**Met1 routing**

Supply wires on this layer in gray.
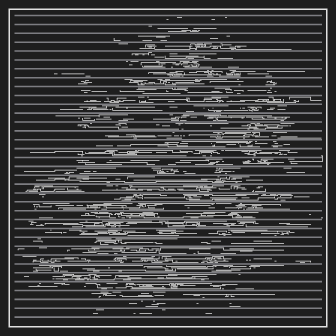
**Met2 routing**

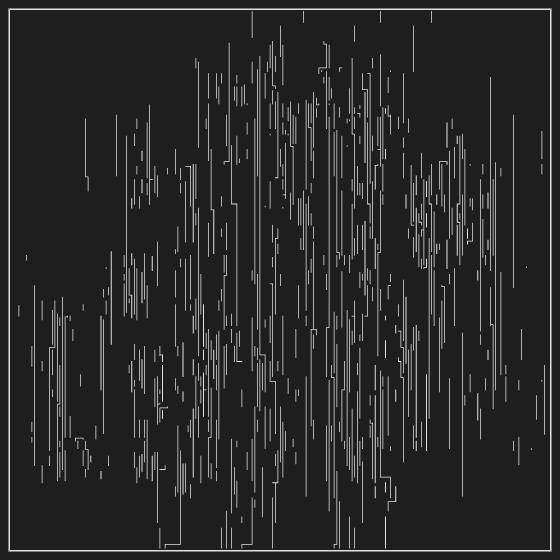
**The metal 3 layer**

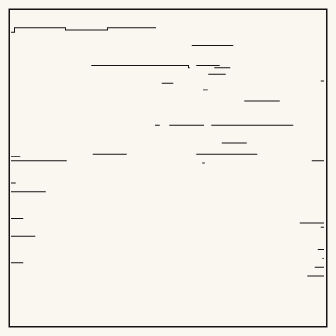
**The clock network**

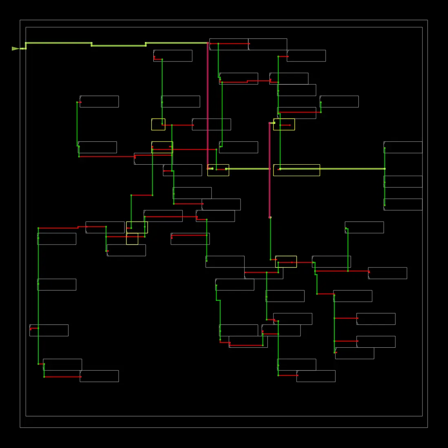
$ cat config.mk
export PLATFORM = sky130hd
export DESIGN_NAME = alu_seq
export DESIGN_NICKNAME = d
export VERILOG_FILES = /design/src/rtl/alu_seq.sv
export SDC_FILE = /design/constraint.sdc
export NUM_CORES = 1
export LEC_CHECK = 0
export CORE_UTILIZATION = 35
export DETAILED_ROUTE_END_ITERATION = 16
export PLACE_DENSITY_LB_ADDON = 0.2
export SYNTH_ARGS = -nofsm -noshare
export SYNTH_HDL_FRONTEND = slang
export SYNTH_SLANG_ARGS = --single-unit
$ cat constraint.sdc
create_clock -name clk -period 3.8 [get_ports clk]
set_clock_uncertainty 0.1 [all_clocks]
set_input_delay 0.57 -clock clk [delete_from_list [all_inputs] [get_ports clk]]
set_output_delay 0.57 -clock clk [all_outputs]
set_load 0.03 [all_outputs]
$ cat src/rtl/alu_seq.sv
// alu_seq: sequential add/sub/mul/div unit with start/done handshake.
// Ports: clk, rst_n, start, a, b, func -> busy, done, out, overflow.
// Optional macro ALU_SEQ_DIV_EN compiles in the restoring divider.
module alu_seq #(
  parameter int width = 6
) (
  input  logic               clk,
  input  logic               rst_n,
  input  logic               start,
  input  logic [width-1:0]   a,
  input  logic [width-1:0]   b,
  input  logic [1:0]         func,
  output logic               busy,
  output logic               done,
  output logic [2*width-1:0] out,
  output logic               overflow
);

  localparam int CW = $clog2(width + 1);
  localparam logic [CW-1:0] LAST = CW'(width - 1);

  typedef enum logic {IDLE, RUN} state_t;

  state_t             state_q, state_d;
  logic [CW-1:0]      cnt_q, cnt_d;
  logic [2*width-1:0] out_q, out_d;
  logic               ovf_q, ovf_d;
  logic               done_q, done_d;
  logic [2*width-1:0] acc_q, acc_d;
  logic [2*width-1:0] mcand_q, mcand_d;
  // multiplier bits (mul) or dividend/quotient bits (div)
  logic [width-1:0]   sh_q, sh_d;

  logic [width:0]     sum;
  logic [width:0]     diff;
  logic [2*width-1:0] acc_step;

`ifdef ALU_SEQ_DIV_EN
  logic [width-1:0]   rem_q, rem_d;
  logic [width-1:0]   b_q, b_d;
  logic               div_q, div_d;
  logic [width:0]     rem_sh;
  logic               ge;
  logic [width-1:0]   rem_nxt;
  logic [width-1:0]   quo_nxt;
`endif

  always_comb begin
    sum      = {1'b0, a} + {1'b0, b};
    diff     = {1'b0, a} - {1'b0, b};
    acc_step = sh_q[0] ? acc_q + mcand_q : acc_q;
`ifdef ALU_SEQ_DIV_EN
    rem_sh  = {rem_q, sh_q[width-1]};
    ge      = (rem_sh >= {1'b0, b_q});
    rem_nxt = width'(ge ? rem_sh - {1'b0, b_q} : rem_sh);
    quo_nxt = {sh_q[width-2:0], ge};
`endif
  end

  always_comb begin
    state_d = state_q;
    cnt_d   = cnt_q;
    out_d   = out_q;
    ovf_d   = ovf_q;
    done_d  = 1'b0;
    acc_d   = acc_q;
    mcand_d = mcand_q;
    sh_d    = sh_q;
`ifdef ALU_SEQ_DIV_EN
    rem_d   = rem_q;
    b_d     = b_q;
    div_d   = div_q;
`endif
    unique case (state_q)
      IDLE: begin
        if (start) begin
          unique case (func)
            2'b00: begin
              out_d          = '0;
              out_d[width:0] = sum;
              ovf_d          = sum[width];
              done_d         = 1'b1;
            end
            2'b01: begin
              out_d            = '0;
              out_d[width-1:0] = diff[width-1:0];
              ovf_d            = diff[width];
              done_d           = 1'b1;
            end
            2'b10: begin
              state_d = RUN;
              cnt_d   = '0;
              acc_d   = '0;
              mcand_d = {{width{1'b0}}, a};
              sh_d    = b;
`ifdef ALU_SEQ_DIV_EN
              div_d   = 1'b0;
`endif
            end
            2'b11: begin
`ifdef ALU_SEQ_DIV_EN
              if (b == '0) begin
                out_d  = {a, {width{1'b1}}};
                ovf_d  = 1'b1;
                done_d = 1'b1;
              end else begin
                state_d = RUN;
                cnt_d   = '0;
                rem_d   = '0;
                sh_d    = a;
                b_d     = b;
                div_d   = 1'b1;
              end
`else
              out_d  = '0;
              ovf_d  = 1'b1;
              done_d = 1'b1;
`endif
            end
            default: ;
          endcase
        end
      end
      RUN: begin
        cnt_d = cnt_q + CW'(1);
`ifdef ALU_SEQ_DIV_EN
        if (div_q) begin
          rem_d = rem_nxt;
          sh_d  = quo_nxt;
        end else begin
          acc_d   = acc_step;
          mcand_d = {mcand_q[2*width-2:0], 1'b0};
          sh_d    = {1'b0, sh_q[width-1:1]};
        end
`else
        acc_d   = acc_step;
        mcand_d = {mcand_q[2*width-2:0], 1'b0};
        sh_d    = {1'b0, sh_q[width-1:1]};
`endif
        // last step: publish result from the step's next values
        if (cnt_q == LAST) begin
          state_d = IDLE;
          cnt_d   = '0;
          done_d  = 1'b1;
          ovf_d   = 1'b0;
`ifdef ALU_SEQ_DIV_EN
          out_d   = div_q ? {rem_nxt, quo_nxt} : acc_step;
`else
          out_d   = acc_step;
`endif
        end
      end
      default: state_d = IDLE;
    endcase
  end

  always_ff @(posedge clk or negedge rst_n) begin
    if (!rst_n) begin
      state_q <= IDLE;
      cnt_q   <= '0;
      out_q   <= '0;
      ovf_q   <= 1'b0;
      done_q  <= 1'b0;
      acc_q   <= '0;
      mcand_q <= '0;
      sh_q    <= '0;
`ifdef ALU_SEQ_DIV_EN
      rem_q   <= '0;
      b_q     <= '0;
      div_q   <= 1'b0;
`endif
    end else begin
      state_q <= state_d;
      cnt_q   <= cnt_d;
      out_q   <= out_d;
      ovf_q   <= ovf_d;
      done_q  <= done_d;
      acc_q   <= acc_d;
      mcand_q <= mcand_d;
      sh_q    <= sh_d;
`ifdef ALU_SEQ_DIV_EN
      rem_q   <= rem_d;
      b_q     <= b_d;
      div_q   <= div_d;
`endif
    end
  end

  assign busy     = (state_q == RUN);
  assign done     = done_q;
  assign out      = out_q;
  assign overflow = ovf_q;

endmodule

==> flow_summary.yaml <==
# synthesis and place-and-route metrics
final_timing:
  finalSetupViolCount: 0
  timing_worst_slew_pin_value_ns: 0.711
  grt_setup_unrepaired: "no"
  hold_viol: 0
pwr:
  internal_power_uw: 1410
  comb_cell_power_uw: 1280
  pg_seq_uw: 897
  switching_power_share_of_the_total: 0.449
synth:
  most_instantiated_library_cell_after_synthesis: "nand2_1"
  yosysChipArea_um2: 3150
  synth-seq-cells: 48
  synthTopLogicFamily: "AND-OR/OR-AND gates"
  yosys.area_share.xor_xnor: 0.0139
  ys_sh_aoi: 0.233
setup_path:
  crit_type: "reg2out"
  worst_ep_arrival_time_ns: 1.91
  length_in_cells_of_the_worst_reg_to_reg_path: 8
  worst_path_dominant_cell_family: "flip-flops"
  critical_path_required_ns: 3.13
final_layout:
  layout.filler_cells: 875
  layout_area_growth_over_synthesis_pct: 16.9
  design.seq.count: 48
  ff_latch_area_um2: 1200
  finalCoreUtilization: 0.423
  final_layout_top_logic_cell: "nand2_1"
  sequential_fraction_of_total_cell_area: 0.326
  num-nets-final: 429
  finish.cell_count_without_fillers: 495
  final_design_area_no_fill_um2: 3690
  final_layout_size_suffix_gt1_frac: 0.0879
grt:
  gr-usage-met3: 0.0275
  grt_busiest_layer: "met2"
  pin_count_of_the_biggest_net_entering_global_routing: 37
  grt_pass1_wl_um: 13300
floorplan:
  die_h_um: 96.9
  num_io_pins: 32
  placeableCoreArea_um2: 8720
cts:
  post_cts_resize_count: 0
  cts.sinks: 48
  cts_tree: "yes"
detailed_routing:
  via_per_inst: 5.31
  length_of_routed_met3_wiring_um: 259
  post_detailed_route_count_of_antenna_violating_nets: 0
  drt_wl_total_um: 7650
placement:
  place.port_buffers: 31
  post-dp-hpwl_um: 5650
outcome:
  run_status: "complete, no violations"
hold_path:
  timing.hold.worst.class: "in2async"
-- 'met1 routing' (at the start) --
main direction: horizontal
share of all routed wire: 51%
nets with wire on the layer: 391
wire length on this layer: 3890 um
longest straight run: 31.7 um

-- 'met2 routing' (at the start) --
nets with wire on the layer: 327
main direction: vertical
wire length on this layer: 3450 um
longest straight run: 53.5 um

-- 'the metal 3 layer' (at the start) --
nets with wire on the layer: 26
main direction: horizontal
share of all routed wire: 3.4%
longest straight run: 29.7 um
wire length on this layer: 260 um

-- 'the clock network' (at the start) --
number of buffers created by CTS: 5
power in the clock group: 385 uW
clock latency of the later-clocked register in the worst-skew pair: 0.31 ns
clock buf count: 5

Power figures rest on the tool's default switching activity, not on a simulated workload.
